[config.mk]
export PLATFORM = sky130hd
export DESIGN_NAME = axis_video_in_port
export DESIGN_NICKNAME = d
export VERILOG_FILES = /design/src/rtl/axis_video_in_port.sv
export SDC_FILE = /design/constraint.sdc
export NUM_CORES = 1
export LEC_CHECK = 0
export CAP_MARGIN = 5
export CORE_ASPECT_RATIO = 0.75
export CORE_MARGIN = 10
export CORE_UTILIZATION = 57
export DETAILED_ROUTE_END_ITERATION = 12
export GPL_ROUTABILITY_DRIVEN = 0
export PLACE_DENSITY_LB_ADDON = 0.2
export SKIP_LAST_GASP = 1
export SLEW_MARGIN = 30
export SYNTH_ARGS = -nofsm -noshare
export SYNTH_HDL_FRONTEND = slang
export SYNTH_SLANG_ARGS = --single-unit
[constraint.sdc]
create_clock -name clock -period 7.6 [get_ports clock]
set_clock_uncertainty 0.05 [all_clocks]
set_input_delay 1.52 -clock clock [delete_from_list [all_inputs] [get_ports clock]]
set_output_delay 1.52 -clock clock [all_outputs]
set_load 0.1 [all_outputs]
[src/rtl/axis_video_in_port.sv]
// AXI4-Stream video receive port: writes pixels into the write-side FIFO,
// emits frame/line/end alignment strobes and checks line length and frame height.
module axis_video_in_port #(
  parameter int    DSIZE = 24,
  parameter string MODE  = "ONCE"
) (
  input  logic             clock,
  input  logic             rst_n,
  input  logic             enable,
  input  logic [15:0]      vactive,
  input  logic [15:0]      hactive,
  input  logic [DSIZE-1:0] axi_tdata,
  input  logic             axi_tvalid,
  output logic             axi_tready,
  input  logic             axi_tuser,
  input  logic             axi_tlast,
  input  logic             fifo_full,
  input  logic             line_space,
  output logic             wr_en,
  output logic [DSIZE-1:0] wr_data,
  output logic             falign,
  output logic             lalign,
  output logic             ealign,
  output logic             err_early_eol,
  output logic             err_late_eol,
  output logic             err_sof,
  output logic             frame_active
);

  typedef enum logic [1:0] {IDLE, ACTIVE, LINE_WAIT, DISCARD} state_t;

  localparam bit LINE_MODE = (MODE == "LINE");

  state_t           state_q, state_d;
  logic [15:0]      pix_q, pix_d;
  logic [15:0]      line_q, line_d;
  logic             in_frame_q, in_frame_d;
  logic             wr_en_q, wr_en_d;
  logic [DSIZE-1:0] wr_data_q;
  logic             falign_q, falign_d;
  logic             lalign_q, lalign_d;
  logic             ealign_q, ealign_d;
  logic             early_q, early_d;
  logic             late_q, late_d;
  logic             sof_err_q, sof_err_d;
  logic             fa_out_q;

  logic             ready;
  logic             xfer;
  logic             sof;
  logic             write;
  logic             last_pix;
  logic             late;
  logic [15:0]      cur_pix;
  logic [15:0]      cur_line;
  logic [15:0]      hmax;
  logic [15:0]      vmax;

  assign hmax = hactive - 16'd1;
  assign vmax = vactive - 16'd1;

  // Ready is forced low while reset is held so every output reads 0 in reset.
  always_comb begin
    ready = 1'b0;
    case (state_q)
      IDLE:      ready = enable & ~fifo_full & (hactive != 16'd0) & (vactive != 16'd0);
      ACTIVE:    ready = ~fifo_full;
      LINE_WAIT: ready = 1'b0;
      DISCARD:   ready = 1'b1;
      default:   ready = 1'b0;
    endcase
  end

  assign axi_tready = rst_n & ready;
  assign xfer       = axi_tvalid & axi_tready;

  always_comb begin
    state_d    = state_q;
    pix_d      = pix_q;
    line_d     = line_q;
    in_frame_d = in_frame_q;
    wr_en_d    = 1'b0;
    falign_d   = 1'b0;
    lalign_d   = 1'b0;
    ealign_d   = 1'b0;
    early_d    = 1'b0;
    late_d     = 1'b0;
    sof_err_d  = 1'b0;
    sof        = 1'b0;
    write      = 1'b0;
    last_pix   = 1'b0;
    late       = 1'b0;
    cur_pix    = pix_q;
    cur_line   = line_q;

    if (state_q == LINE_WAIT && line_space) begin
      state_d = ACTIVE;
    end

    if (xfer) begin
      case (state_q)
        IDLE, DISCARD: begin
          if (axi_tuser) begin
            sof   = 1'b1;
            write = 1'b1;
          end else if (state_q == DISCARD && axi_tlast) begin
            state_d = in_frame_q ? ACTIVE : IDLE;
          end
        end
        ACTIVE: begin
          write = 1'b1;
          if (axi_tuser) begin
            sof       = 1'b1;
            sof_err_d = (pix_q != 16'd0) || (line_q != 16'd0);
          end
        end
        default: ;
      endcase
    end

    // A start of frame rebases the beat to pixel 0 of line 0 before line-end checks.
    if (sof) begin
      cur_pix    = 16'd0;
      cur_line   = 16'd0;
      falign_d   = 1'b1;
      in_frame_d = 1'b1;
    end

    if (write) begin
      wr_en_d  = 1'b1;
      last_pix = (cur_pix == hmax);
      if (axi_tlast || last_pix) begin
        late     = last_pix & ~axi_tlast;
        lalign_d = 1'b1;
        early_d  = axi_tlast & (cur_pix < hmax);
        late_d   = late;
        pix_d    = 16'd0;
        if (cur_line == vmax) begin
          ealign_d   = 1'b1;
          in_frame_d = 1'b0;
          line_d     = 16'd0;
          state_d    = late ? DISCARD : IDLE;
        end else begin
          line_d  = cur_line + 16'd1;
          state_d = late ? DISCARD : (LINE_MODE ? LINE_WAIT : ACTIVE);
        end
      end else begin
        pix_d   = cur_pix + 16'd1;
        line_d  = cur_line;
        state_d = ACTIVE;
      end
    end
  end

  always_ff @(posedge clock or negedge rst_n) begin
    if (!rst_n) begin
      state_q    <= IDLE;
      pix_q      <= '0;
      line_q     <= '0;
      in_frame_q <= 1'b0;
      wr_en_q    <= 1'b0;
      wr_data_q  <= '0;
      falign_q   <= 1'b0;
      lalign_q   <= 1'b0;
      ealign_q   <= 1'b0;
      early_q    <= 1'b0;
      late_q     <= 1'b0;
      sof_err_q  <= 1'b0;
      fa_out_q   <= 1'b0;
    end else begin
      state_q    <= state_d;
      pix_q      <= pix_d;
      line_q     <= line_d;
      in_frame_q <= in_frame_d;
      wr_en_q    <= wr_en_d;
      if (wr_en_d) wr_data_q <= axi_tdata;
      falign_q   <= falign_d;
      lalign_q   <= lalign_d;
      ealign_q   <= ealign_d;
      early_q    <= early_d;
      late_q     <= late_d;
      sof_err_q  <= sof_err_d;
      // Stays high through the cycle that carries the frame's last write.
      fa_out_q   <= in_frame_d | ealign_d;
    end
  end

  assign wr_en         = wr_en_q;
  assign wr_data       = wr_data_q;
  assign falign        = falign_q;
  assign lalign        = lalign_q;
  assign ealign        = ealign_q;
  assign err_early_eol = early_q;
  assign err_late_eol  = late_q;
  assign err_sof       = sof_err_q;
  assign frame_active  = fa_out_q;

endmodule

### The clock network, run 1

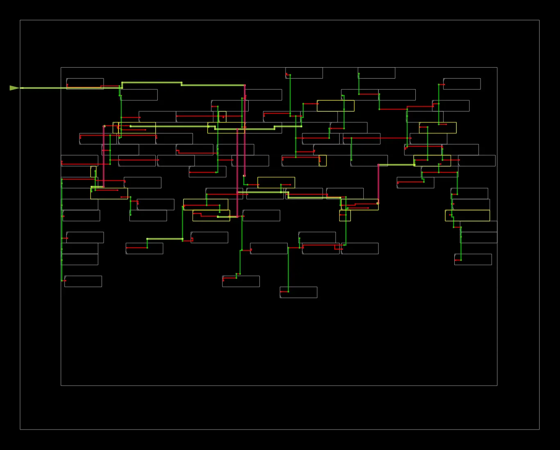
later-pin clock latency in the skew report: 330 ps
layout clock buffer count: 11
clk sink count: 67
number of clock buffers inserted by TritonCTS: 9
power in the clock group: 0.433 mW

### Drive-strength map, run 1

The bar under the picture is 50 microns long.
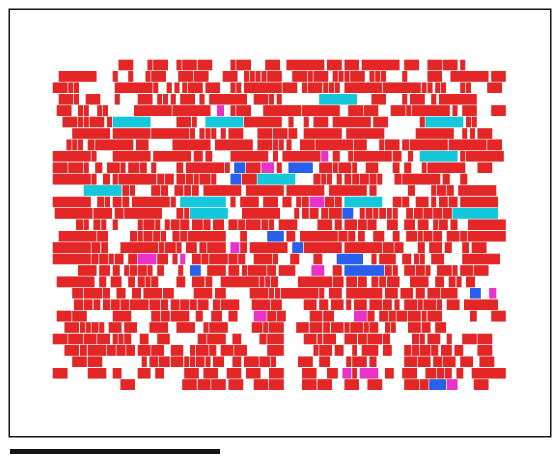
[cyan] _6 and larger | cells: 11 | most used: clkbuf_16
[red] _0 and _1 cells | cells: 662 | most used: nand2_1
[blue] _3 and _4 cells | cells: 11 | most used: buf_4
[magenta] _2 cells | cells: 14

### Register map, names as in the netlist, run 1

The bar under the picture is 50 microns long. Other sequential cells in the stronger grey, the rest of the logic in the fainter grey.
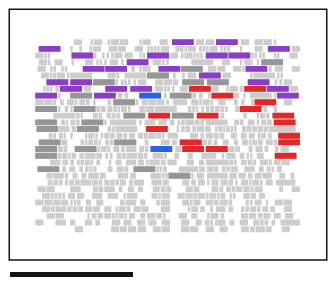
[purple] `wr_data` | sequential cells: 24
[blue] `state_q` | sequential cells: 2
[red] `line_q` | sequential cells: 16
not coloured: 25
fraction of area in registers: 26.5%
total area of sequential cells: 1680 sq um

==> run 1: cell usage after synthesis, types with 12 or more instances <==
cell type and instances:
sky130_fd_sc_hd__nand2_1 115, sky130_fd_sc_hd__dfrtp_1 67, sky130_fd_sc_hd__o21ai_0 40, sky130_fd_sc_hd__nor2_1 39
sky130_fd_sc_hd__clkbuf_1 30, sky130_fd_sc_hd__nand3_1 27, sky130_fd_sc_hd__xnor2_1 27, sky130_fd_sc_hd__ha_1 25
sky130_fd_sc_hd__a21oi_1 19, sky130_fd_sc_hd__nand4_1 18, sky130_fd_sc_hd__nor4_1 18, sky130_fd_sc_hd__inv_1 17
sky130_fd_sc_hd__and2_1 16, sky130_fd_sc_hd__nor3_1 13, sky130_fd_sc_hd__and3_1 12
==> run 1: routing by layer <==
metal	track usage [%]	up-vias	part of all wire, %
met3	5.90	23	9.0
met5	0	-	0
met1	27.3	2385	41
li1	-	2379	-
met2	37.1	280	49
met4	5.81	0	1.2
==> run 1: area by class of cell <==
cell class / instances / area, sq um
multi-input cells: 495 / 3140
fillers: 653 / 2200
flip-flops and latches: 67 / 1680
repair buffers: 101 / 993
clock buffers: 11 / 233
well taps: 108 / 135
clock inverters: 5 / 77.6
inverters: 19 / 71.3
==> run 1: stage by stage <==
stage | setup WS, ps | instances | util [%]
after detailed placement | 667 | 790 | 70.6
after CTS | 1020 | 806 | 74.2
after floorplan | 1430 | 621 | -
after global placement | 900 | 790 | 70.6
final | 909 | 806 | 74.2
after global routing | 639 | 806 | 74.2
==> run 1: flip-flops by register name (all words and copies together) (netlist names) <==
name and cells:
ealign 1, err_early_eol 1, err_late_eol 1, err_sof 1, falign 1, frame_active 1, in_frame_q 1, lalign 1
line_q 16, pix_q 16, state_q 2, wr_data 24, wr_en 1
==> run 1: final timing paths <==
check | start | endpoint | slack, ps | depth (start not counted)
worst max register to register | state_q[1] | line_q[15] | 2520 | 16
max in group asynchronous | rst_n | pix_q[13] | 5560 | 2
worst min-delay path | wr_data[20] | wr_data[20] | 420 | 2
min in group asynchronous | rst_n | line_q[11] | 1390 | 2
worst min register to register | wr_data[20] | wr_data[20] | 420 | 2
worst max-delay path | vactive[0] | line_q[15] | 910 | 17
==> run 1: power breakdown <==
group	internal, mW	leakage (nW)	total (mW)	switching, mW
combinational	0.256	1.69	0.968	0.712
sequential	0.441	0.856	0.518	0.0770
clock	0.286	0.150	0.433	0.147
==> run 1: critical path: cells and delay by family <==
kind | cells | cell delay [ps]
AND-OR/OR-AND | 4 | 1350
buffers and inverters | 2 | 740
AND/OR/NAND/NOR | 9 | 2630
adder cells (fa/ha/maj) | 2 | 640
==> run 1: cell families (layout without fill, tap and decap cells) <==
logic type | Yosys count | after routing | share of synthesized area, %
and+or+nand+nor | 304 | 304 | 30.6
buffers and inverters | 59 | 136 | 4.64
AOI/OAI and AO/OA | 125 | 125 | 17.0
xor gates and xnor gates | 36 | 36 | 7.36
adders and majority gates | 25 | 25 | 6.20
muxes | 5 | 5 | 0.992
DFF | 67 | 67 | 33.2
==> impl_summary.log, run 1 <==
[metrics] run summary
INFO  metric grt_antenna_before_repair = 0
INFO  metric initial_standard_cell_utilization_of_the_core = 59.2%
INFO  metric fmax = 149 MHz
INFO  metric clockBufferDepth = 2
INFO  metric ant_nets = 0
INFO  metric timing.final.hold_violations = 0
INFO  metric chipWidth = 129 microns
INFO  metric max-cap-violations = 0
INFO  metric final_layout_top_logic_cell = sky130_fd_sc_hd__nand2_1
INFO  metric cts.repair.resized = 0
INFO  metric timing.hold.worst.class = flop to flop
INFO  metric synth_seq_share = 33.2%
INFO  metric ys_seq_elements = 67
INFO  metric layout-drive-gt1-share = 5.16%
INFO  metric grtUsageTotal = 22.0%
INFO  metric synthesis.instances = 621
INFO  metric vias_per_cell = 6.29
INFO  metric clk_pin_slew_worst_setup_hold_paths = 50 ps
INFO  metric critical_path_required = 7800 ps
INFO  metric yosys_most_used_dff = sky130_fd_sc_hd__dfrtp_1
INFO  metric worst_path_largest_cell_delay = 640 ps
INFO  metric postCtsSetupRepairBufs = 0
INFO  metric drv_slew = 0
INFO  metric nets = 782
INFO  metric ctsHtreeMaxLevel = 3
INFO  metric num_vias = 5067
INFO  metric cts_hold_repair.buffers = 0
INFO  metric tightestPinTransition = 1020 ps
INFO  metric synth_cell_types = 69
INFO  metric post-route-cell-area = 6330 sq um
INFO  metric synth_warnings = 0
INFO  metric worst_path_arrival_time = 6890 ps
INFO  metric min_period_over_period = 88.0%
INFO  metric postSynth.asyncResetShare = 100%
INFO  metric finalWorstPathRequiredPeriod = 6690 ps
INFO  metric top_area_share = 33.2%
INFO  metric worst_path_slowest_cell = sky130_fd_sc_hd__clkdlybuf4s50_1
INFO  metric drt_first_pass_iters = 6
INFO  metric synth.top_cells.by_area = sky130_fd_sc_hd__dfrtp_1 33%, sky130_fd_sc_hd__nand2_1 8.6%, sky130_fd_sc_hd__ha_1 6.2%, sky130_fd_sc_hd__xnor2_1 4.7%, sky130_fd_sc_hd__o21ai_0 4.0%
INFO  metric timing.max_slew.rel_slack = 32.1%
INFO  metric end_kind = flop
INFO  metric cts_tree = built
INFO  metric final_routed_wire_length_divided_by_cell_count = 18.1 microns
INFO  metric path_class = input port to flop
INFO  metric first_global_vias = 4862
INFO  metric first_pass_grt_wire_length = 23900 microns
INFO  metric area_growth_syn_to_layout = 25.4%
INFO  metric path_cells = clkdlybuf4s50_1 -> inv_1 -> ha_1 -> nor4b_1 -> and4_1 -> a2111o_1 -> a21o_1 -> and2_1 -> ha_1 -> nand4_1 -> or4_1 -> o21ai_1 -> and3_1 -> nand3_1 -> or3_1 -> or4_1 -> a21oi_1
INFO  metric coreArea = 8530 sq um
INFO  metric antenna-diode-count = 0
INFO  metric placed_cell_area = 6020 sq um
INFO  metric place.detailed.hpwl = 11000 microns
INFO  metric floorplan.die.height = 101 microns
INFO  metric drtIter0Drc = 496
INFO  metric std_cell_rows = 29
INFO  metric synth_area = 5050 sq um
INFO  metric clock_tree.root_cell = sky130_fd_sc_hd__clkbuf_16
INFO  metric report.final.setup_viol = 0
INFO  metric cellPowerDensity = 303 nW/um^2
INFO  metric worst_hold_slack = 421 ps
INFO  metric nature_of_the_critical_path_startpoint = input port
INFO  metric rsz_0062_raised_after_global_routing = no
INFO  metric power_leakage = 2.69 nW
INFO  metric result_of_the_run = finished, final reports clean
INFO  metric totalPowerFinal = 1.92 mW
INFO  metric io_pins = 97
INFO  metric synth-edff-count = 0
INFO  metric portBuffers = 96
INFO  metric post-route-drc-count = 0
INFO  metric crit_path_max_fanout = 21
INFO  metric mostFrequentLayoutCells = 114 x sky130_fd_sc_hd__nand2_1, 95 x sky130_fd_sc_hd__clkdlybuf4s50_1, 67 x sky130_fd_sc_hd__dfrtp_1
INFO  metric synth.net_count = 710
INFO  metric synth-cells-yosys = 621
INFO  metric syn_area_per_cell = 8.13 sq um
INFO  metric maximum_number_of_pins_on_one_net_before_global_route_repair = 68
INFO  metric irDropWorstVdd = 0.000350 V
INFO  metric chipArea = 13100 sq um
INFO  metric global_route.overflow_total = 0
INFO  metric openroad.warnings = 30
INFO  metric synth.yosys.chip_area = 5050 sq um
INFO  metric post-synth-top-area-cell = sky130_fd_sc_hd__dfrtp_1
INFO  metric routed_wirelength = 14600 microns
INFO  metric setup_tns = 0 ps
==> run 2: changes to the inputs <==
--- a/config.mk
+++ b/config.mk
@@ -5,6 +5,7 @@
 export SDC_FILE = /design/constraint.sdc
 export NUM_CORES = 1
 export LEC_CHECK = 0
+export ABC_AREA = 1
 export CAP_MARGIN = 5
 export CORE_ASPECT_RATIO = 0.75
 export CORE_MARGIN = 10
### Clock wires, drivers and flops, run 2

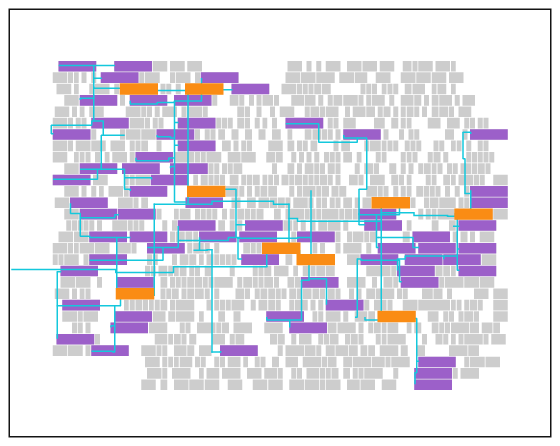
[orange] clock drivers | count: 9
[purple] flip-flops | count: 67
[cyan] clock wires | length: 957 microns
routed clock nets: 10
later-pin clock latency in the skew report: 340 ps
share of power burned in the clock network: 22.3%
power in the clock group: 0.393 mW

### Register map, names as in the netlist, run 2

The bar under the picture is 50 microns long. Other sequential cells in the stronger grey, the rest of the logic in the fainter grey.
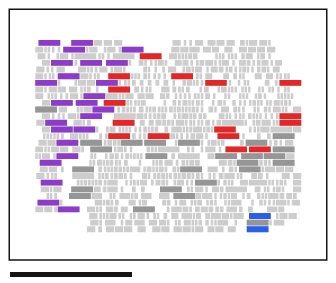
power consumed by sequential cells: 0.495 mW
fraction of area in registers: 26.4%
share of the core filled with cells in the final layout: 73.9%

==> run 2 against run 1 <==
Fmax up 10%; cell area increased by 0.43%; total power down 8.4%; wire length fell by 1.2%; largest cell class unchanged; synthesized cell count increased by 20%; first-iteration DRC count shrank 3.6%; synthesized area rose by 0.89%; largest power group unchanged; flip-flop count unchanged; cell count grew 18%; register-to-register slack better by 260 ps; combinational power is 9.9% lower.
==> impl_summary.log, run 2 <==
[metrics] run summary
INFO  metric num_vias = 5218 (+3.0%)
INFO  metric worst_hold_slack = 430 ps (+9.13 ps)
INFO  metric timing.final.hold_violations = 0 (unchanged)
INFO  metric post-synth-top-count-cell = sky130_fd_sc_hd__nand2_1
INFO  metric cts_inserted_buffers = 9 (unchanged)
INFO  metric cellPowerDensity = 277 nW/um^2 (-8.8%)
INFO  metric timing.reg2reg.setup_slack = 2780 ps (+260 ps)
INFO  metric finalWorstPathRequiredPeriod = 6080 ps (-606 ps)
INFO  metric hold_path_depth = 2 (unchanged)
INFO  metric critical_path_required = 7820 ps (+20 ps)
INFO  metric synthesis.instances = 748 (+20%)
INFO  metric place.detailed.hpwl = 10800 microns (-1.0%)
INFO  metric clockBufferDepth = 2 (unchanged)
INFO  metric synth.net_count = 837 (+18%)
INFO  metric synth.yosys.chip_area = 5090 sq um (+0.89%)
INFO  metric top_area_share = 32.9% (-0.29 points)
INFO  metric final_routed_wire_length_divided_by_cell_count = 15.2 microns (-16%)
INFO  metric tightestPinTransition = 1020 ps (+0.849 ps)
INFO  metric ant_nets = 0 (unchanged)
INFO  metric result_of_the_run = finished, final reports clean
INFO  metric r2r_cells = 20 (+4)
INFO  metric ys_seq_elements = 67 (unchanged)
INFO  metric worst_path_arrival_time = 6310 ps (-580 ps)
INFO  metric largest_reg_flops = 24 (unchanged)
INFO  metric first_global_vias = 5065 (+4.2%)
INFO  metric setup_tns = 0 ps (unchanged)
INFO  metric std_cell_rows = 29 (unchanged)
INFO  metric synth_seq_share = 32.9% (-0.29 points)
INFO  metric report.final.setup_viol = 0 (unchanged)
INFO  metric worst_path_slowest_cell = sky130_fd_sc_hd__nor2_1
INFO  metric floorplan.die.height = 102 microns (+0.35%)
INFO  metric drt_first_pass_iters = 5 (-1)
INFO  metric end_kind = flop
INFO  metric synth-edff-count = 0 (unchanged)
INFO  metric openroad.warnings = 30 (unchanged)
INFO  metric vias_per_cell = 5.48 (-13%)
INFO  metric fmax = 164 MHz (+10%)
INFO  metric mostFrequentLayoutCells = 263 x sky130_fd_sc_hd__nand2_1, 93 x sky130_fd_sc_hd__clkdlybuf4s50_1, 87 x sky130_fd_sc_hd__nor2_1
INFO  metric area_growth_syn_to_layout = 24.9%
INFO  metric power_leakage = 3.14 nW (+17%)
INFO  metric worstReg2RegEnd = pix_q[8]
INFO  metric first_pass_grt_wire_length = 23500 microns (-1.5%)
INFO  metric critical-path-top-delay-family = simple AND/OR/NAND/NOR gates
INFO  metric antenna-diode-count = 0 (unchanged)
INFO  metric max-cap-violations = 0 (unchanged)
INFO  metric hold_path_startpoint = wr_data[16]
INFO  metric routed_wirelength = 14400 microns (-1.2%)
INFO  metric cts_hold_repair.buffers = 0 (unchanged)
INFO  metric syn_area_per_cell = 6.81 sq um (-16%)
INFO  metric yosys_most_used_dff = sky130_fd_sc_hd__dfrtp_1
INFO  metric min_period_over_period = 80.1% (-8.0 points)
INFO  metric cts.repair.resized = 0 (unchanged)
INFO  metric synth.top_cells.by_count = 264 x sky130_fd_sc_hd__nand2_1, 87 x sky130_fd_sc_hd__nor2_1, 72 x sky130_fd_sc_hd__inv_1
INFO  metric rsz_0062_raised_after_global_routing = no
INFO  metric final_layout_top_logic_cell = sky130_fd_sc_hd__nand2_1
INFO  metric nature_of_the_critical_path_startpoint = input port
INFO  metric drv_slew = 0 (unchanged)
INFO  metric path_class = input port to flop
INFO  metric layout-drive-gt1-share = 8.17% (+3.0 points)
INFO  metric global_route.overflow_total = 0 (unchanged)
INFO  metric placed_cells_incl_taps = 937 (+19%)
INFO  metric chipWidth = 129 microns (+0.37%)
run 2: netlist changes by cell type in the layout (fill, tap and decap cells not counted), sizes merged, moves of 11 or more:
cell and delta:
and2 -15, and3 -12, inv +59, nand2 +163, nand3 +28, nor2 +60
nor4 -11, o21ai -18, xnor2 -16, xor2 +15
run 2: layout make-up:
class,instances,area [sq um]
inverter,77,289
clock buffer,11,243
multi-input combinational,585,3000
fill,700,2240
tap,108,135
clock inverter,5,37.5
sequential,67,1680
timing repair buffer,100,976
run 2: worst max-delay path by stage:
stage / startpoint / end / slack [ps] / cells past startpoint
6_report: vactive[0] / pix_q[8] / 1520 / 23
5_1_grt: vactive[0] / pix_q[8] / 1070 / 23
4_1_cts: vactive[0] / pix_q[8] / 1700 / 23
3_5_place_dp: vactive[0] / pix_q[8] / 1350 / 23
3_3_place_gp: vactive[0] / pix_q[8] / 1630 / 23
2_1_floorplan: vactive[0] / axi_tready / 1720 / 7
run 2: through the flow:
step | cell area, sq um | setup WS (ps)
CTS | 6370 | 1700
global placement | 6090 | 1630
finish | 6360 | 1520
global route | 6360 | 1070
detailed placement | 6090 | 1350
floorplan | 5090 | 1720
run 2: worst min-delay path, stage by stage (launching register included):
cell and delay, ps:
sky130_fd_sc_hd__dfrtp_1 340, sky130_fd_sc_hd__nand2_1 50, sky130_fd_sc_hd__nand2_1 50
run 2: cell families after synthesis:
kind of cell,synth area share [%]
simple gates,42.1
xor+xnor,5.33
flops,32.9
buf+inv,8.18
fa+ha+maj,6.14
compound gates,5.36
run 2: power by group:
part           switching (mW)  total (mW)  internal, mW
Combinational           0.659       0.872         0.213
Sequential             0.0596       0.495         0.436
Clock                   0.162       0.393         0.231
Total                   0.880        1.76         0.879
run 2: per-layer routing:
| metal | vias to the layer above | global-route usage, % | share of wire [%] |
|---|---|---|---|
| met5 | - | 0 | 0 |
| met4 | 0 | 6.36 | 1.6 |
| met3 | 29 | 7.92 | 12 |
| met2 | 261 | 34.1 | 44 |
| met1 | 2363 | 27.5 | 42 |
| li1 | 2565 | - | - |
Power is estimated from default activity; no workload was simulated.
